--- config.mk ---
export PLATFORM = sky130hd
export DESIGN_NAME = reg_bus_ctrl_flat
export DESIGN_NICKNAME = d
export VERILOG_FILES = /design/src/rtl/reg_bus_ctrl_if.sv /design/src/rtl/reg_bus_ctrl.sv /design/src/flat_wrapper.sv
export SDC_FILE = /design/constraint.sdc
export NUM_CORES = 1
export LEC_CHECK = 0
export ABC_CLOCK_PERIOD_IN_PS = 2800
export CAP_MARGIN = 20
export CORE_MARGIN = 8
export CORE_UTILIZATION = 53
export CTS_CLUSTER_DIAMETER = 60
export DETAILED_ROUTE_END_ITERATION = 10
export PLACE_DENSITY = 0.77
export SLEW_MARGIN = 20
export SYNTH_ARGS = -nofsm -noshare
export SYNTH_HDL_FRONTEND = slang
export SYNTH_SLANG_ARGS = --single-unit
--- constraint.sdc ---
create_clock -name clk -period 2.8 [get_ports clk]
set_input_delay 0.84 -clock clk [delete_from_list [all_inputs] [get_ports clk]]
set_output_delay 0.84 -clock clk [all_outputs]
set_load 0.02 [all_outputs]
--- src/rtl/reg_bus_ctrl_if.sv ---
// Command port and bus-control signals between the control unit (master)
// and the transfer sequencer (slave).
interface reg_bus_ctrl_if #(
  parameter int NREG  = 2,
  parameter int SEL_W = 1
);
  logic             cmd_valid;
  logic             cmd_ready;
  logic [SEL_W-1:0] cmd_src;
  logic [SEL_W-1:0] cmd_dst;
  logic [SEL_W-1:0] sel_bus;
  logic             bus_oe;
  logic [NREG-1:0]  load_en;
  logic             done;
  logic             err;
  logic             busy;

  modport master (
    output cmd_valid, cmd_src, cmd_dst,
    input  cmd_ready, sel_bus, bus_oe, load_en, done, err, busy
  );

  modport slave (
    input  cmd_valid, cmd_src, cmd_dst,
    output cmd_ready, sel_bus, bus_oe, load_en, done, err, busy
  );
endinterface

--- src/rtl/reg_bus_ctrl.sv ---
// Register-bank bus transfer sequencer: buffers (src, dst) move commands in a
// circular FIFO and runs each as a DRIVE (bus settle) then LOAD (strobe) pair.
module reg_bus_ctrl #(
  parameter int NREG  = 2,
  parameter int SEL_W = 1,
  parameter int DEPTH = 4
) (
  input logic            clk,
  input logic            rst,
  reg_bus_ctrl_if.slave  bus
);
  localparam int PTR_W = $clog2(DEPTH);
  localparam int CNT_W = $clog2(DEPTH + 1);

  typedef enum logic [1:0] {
    ST_IDLE  = 2'd0,
    ST_DRIVE = 2'd1,
    ST_LOAD  = 2'd2
  } state_t;

  state_t state_reg, state_next;

  logic [2*SEL_W-1:0] fifo_mem [DEPTH];
  logic [PTR_W-1:0]   wr_ptr_reg, rd_ptr_reg;
  logic [CNT_W-1:0]   count_reg, count_next;
  logic               head_seen_reg;
  logic [SEL_W-1:0]   cur_src_reg, cur_dst_reg;
  logic               err_reg;

  logic               accept, cmd_ok, push, pop;
  logic               load_phase;
  logic [(1<<SEL_W)-1:0] idx_ok;

  // Indices at or above NREG name no register and are rejected.
  for (genvar gi = 0; gi < (1 << SEL_W); gi++) begin : g_idx
    assign idx_ok[gi] = (gi < NREG);
  end

  assign bus.cmd_ready = (count_reg != CNT_W'(DEPTH));
  assign accept        = bus.cmd_valid && bus.cmd_ready;
  assign cmd_ok        = idx_ok[bus.cmd_src] && idx_ok[bus.cmd_dst] &&
                         (bus.cmd_src != bus.cmd_dst);
  assign push          = accept && cmd_ok;

  // A freshly written entry sits one cycle before IDLE may pop it, giving the
  // two-cycle accept-to-DRIVE latency; LOAD chains straight into the next one.
  assign pop = (count_reg != '0) &&
               (((state_reg == ST_IDLE) && head_seen_reg) || (state_reg == ST_LOAD));

  always_comb begin
    count_next = count_reg;
    case ({push, pop})
      2'b10:   count_next = count_reg + 1'b1;
      2'b01:   count_next = count_reg - 1'b1;
      default: count_next = count_reg;
    endcase
  end

  always_ff @(posedge clk) begin
    if (push) begin
      fifo_mem[wr_ptr_reg] <= {bus.cmd_src, bus.cmd_dst};
    end
  end

  always_ff @(posedge clk) begin
    if (rst) begin
      wr_ptr_reg    <= '0;
      rd_ptr_reg    <= '0;
      count_reg     <= '0;
      head_seen_reg <= 1'b0;
      cur_src_reg   <= '0;
      cur_dst_reg   <= '0;
      err_reg       <= 1'b0;
    end else begin
      if (push) begin
        wr_ptr_reg <= wr_ptr_reg + 1'b1;
      end
      if (pop) begin
        rd_ptr_reg                 <= rd_ptr_reg + 1'b1;
        {cur_src_reg, cur_dst_reg} <= fifo_mem[rd_ptr_reg];
      end
      count_reg     <= count_next;
      head_seen_reg <= (count_reg != '0);
      err_reg       <= accept && !cmd_ok;
    end
  end

  always_ff @(posedge clk) begin
    if (rst) begin
      state_reg <= ST_IDLE;
    end else begin
      state_reg <= state_next;
    end
  end

  always_comb begin
    state_next = state_reg;
    case (state_reg)
      ST_IDLE:  if (pop) state_next = ST_DRIVE;
      ST_DRIVE: state_next = ST_LOAD;
      ST_LOAD:  state_next = pop ? ST_DRIVE : ST_IDLE;
      default:  state_next = ST_IDLE;
    endcase
  end

  // cur_src_reg only changes on a pop, so it also holds the select in IDLE.
  always_comb begin
    bus.sel_bus = cur_src_reg;
    bus.bus_oe  = 1'b0;
    bus.done    = 1'b0;
    bus.err     = err_reg;
    bus.busy    = (state_reg != ST_IDLE) || (count_reg != '0);
    load_phase  = 1'b0;
    case (state_reg)
      ST_DRIVE: bus.bus_oe = 1'b1;
      ST_LOAD: begin
        bus.bus_oe = 1'b1;
        bus.done   = 1'b1;
        load_phase = 1'b1;
      end
      default: ;
    endcase
  end

  for (genvar gi = 0; gi < NREG; gi++) begin : g_load
    assign bus.load_en[gi] = load_phase && (cur_dst_reg == SEL_W'(gi));
  end
endmodule

--- src/flat_wrapper.sv ---
// flat-port wrapper written by rule: the top's interface ports become plain ports
module reg_bus_ctrl_flat 
#(
  parameter int NREG  = 2,
  parameter int SEL_W = 1,
  parameter int DEPTH = 4
)
  (clk, rst, bus_cmd_valid, bus_cmd_src, bus_cmd_dst, bus_cmd_ready, bus_sel_bus, bus_bus_oe, bus_load_en, bus_done, bus_err, bus_busy);
  reg_bus_ctrl_if #(.NREG(NREG), .SEL_W(SEL_W)) bus_i ();
  input logic clk;
  input logic rst;
  input wire logic [$bits(bus_i.cmd_valid)-1:0] bus_cmd_valid;
  input wire logic [$bits(bus_i.cmd_src)-1:0] bus_cmd_src;
  input wire logic [$bits(bus_i.cmd_dst)-1:0] bus_cmd_dst;
  output wire logic [$bits(bus_i.cmd_ready)-1:0] bus_cmd_ready;
  output wire logic [$bits(bus_i.sel_bus)-1:0] bus_sel_bus;
  output wire logic [$bits(bus_i.bus_oe)-1:0] bus_bus_oe;
  output wire logic [$bits(bus_i.load_en)-1:0] bus_load_en;
  output wire logic [$bits(bus_i.done)-1:0] bus_done;
  output wire logic [$bits(bus_i.err)-1:0] bus_err;
  output wire logic [$bits(bus_i.busy)-1:0] bus_busy;
  assign bus_i.cmd_valid = bus_cmd_valid;
  assign bus_i.cmd_src = bus_cmd_src;
  assign bus_i.cmd_dst = bus_cmd_dst;
  assign bus_cmd_ready = bus_i.cmd_ready;
  assign bus_sel_bus = bus_i.sel_bus;
  assign bus_bus_oe = bus_i.bus_oe;
  assign bus_load_en = bus_i.load_en;
  assign bus_done = bus_i.done;
  assign bus_err = bus_i.err;
  assign bus_busy = bus_i.busy;
  reg_bus_ctrl #(.NREG(NREG), .SEL_W(SEL_W), .DEPTH(DEPTH)) u_core (.clk(clk), .rst(rst), .bus(bus_i));
endmodule
==> summary.txt <==
run results: synth-to-layout area growth 23.4%, TritonCTS clock tree built, OpenROAD warning count 32, via count of the first global-routing pass 708, Net Sw Power 0.167 mW, worst vdd ir 0.371 mV, DRC viols 0, pre-CTS setup slack -0.281 ns, num rows 16, initial antenna violation count 0, Avg Cell Area, Syn 10.9 sq um, most frequent cells after synthesis dfxtp_1 (13), ha_1 (9), inv_1 (9), Hold Crit Depth 2, dpl cell area 1250 sq um, Distinct lib cells used 32, Synth Seq Share 47.3%, CTS resizes 0, crit path from u_core.state_reg[0], largest cell class by area multi-input combinational cells, Global Route Usage Sum 11.4%, Max-area cell share 24.6%, max_cap viols 0, Setup violations, final 0, CP top delay family buffers and inverters, top layer in use met4, count leader, synth dfxtp_1, worst hold slack 0.497 ns, Top logic family simple AND/OR/NAND/NOR gates, FFs & Latches 21, status completed, average vias per placed instance 5.02, Largest register FFs 8, Seq/total area 38.3%, reg2reg path depth 9, CTS Buf Count 3, R2R setup slack 0.37 ns, Yosys reg bits 21, yosys xor share 2.48%, placed cell count 141, final tally of hold violations 0, Hold Crit Endpoint u_core.bus.sel_bus, top cells by area dfxtp_1 (25%), edfxtp_1 (23%), ha_1 (11%), mux4_2 (4.3%), inv_1 (3.2%), Post-Syn Nets 112
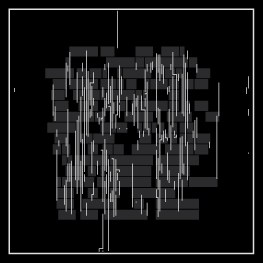
Figure 1: signal wires on met2.
Scale: 4 px per um.
- main direction: vertical
- share of all routed wire: 48%
- nets with wire on the layer: 109
via count: 733
final wirelength: 1890 um
met2 Use GR: 20.8%

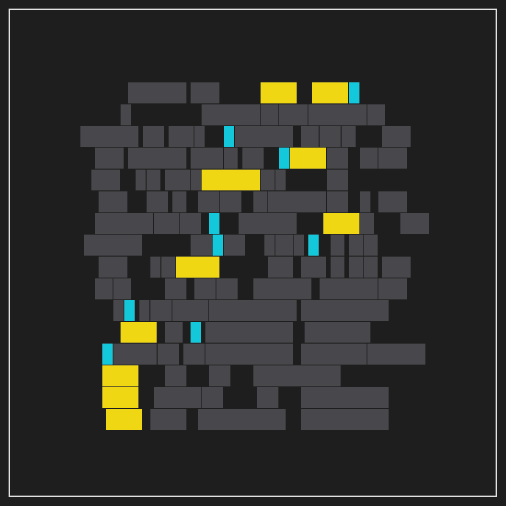
Figure 2: logic cells by family.
Scale: 8 px per um.
- adder and majority cells: yellow (cells 10)
- inverters: cyan (cells 9)
Commonest Layout Cell: dfxtp_1
non-filler cells, final: 146
Comb area share: 39.8%

Power figures rest on the tool's default switching activity, not on a simulated workload.
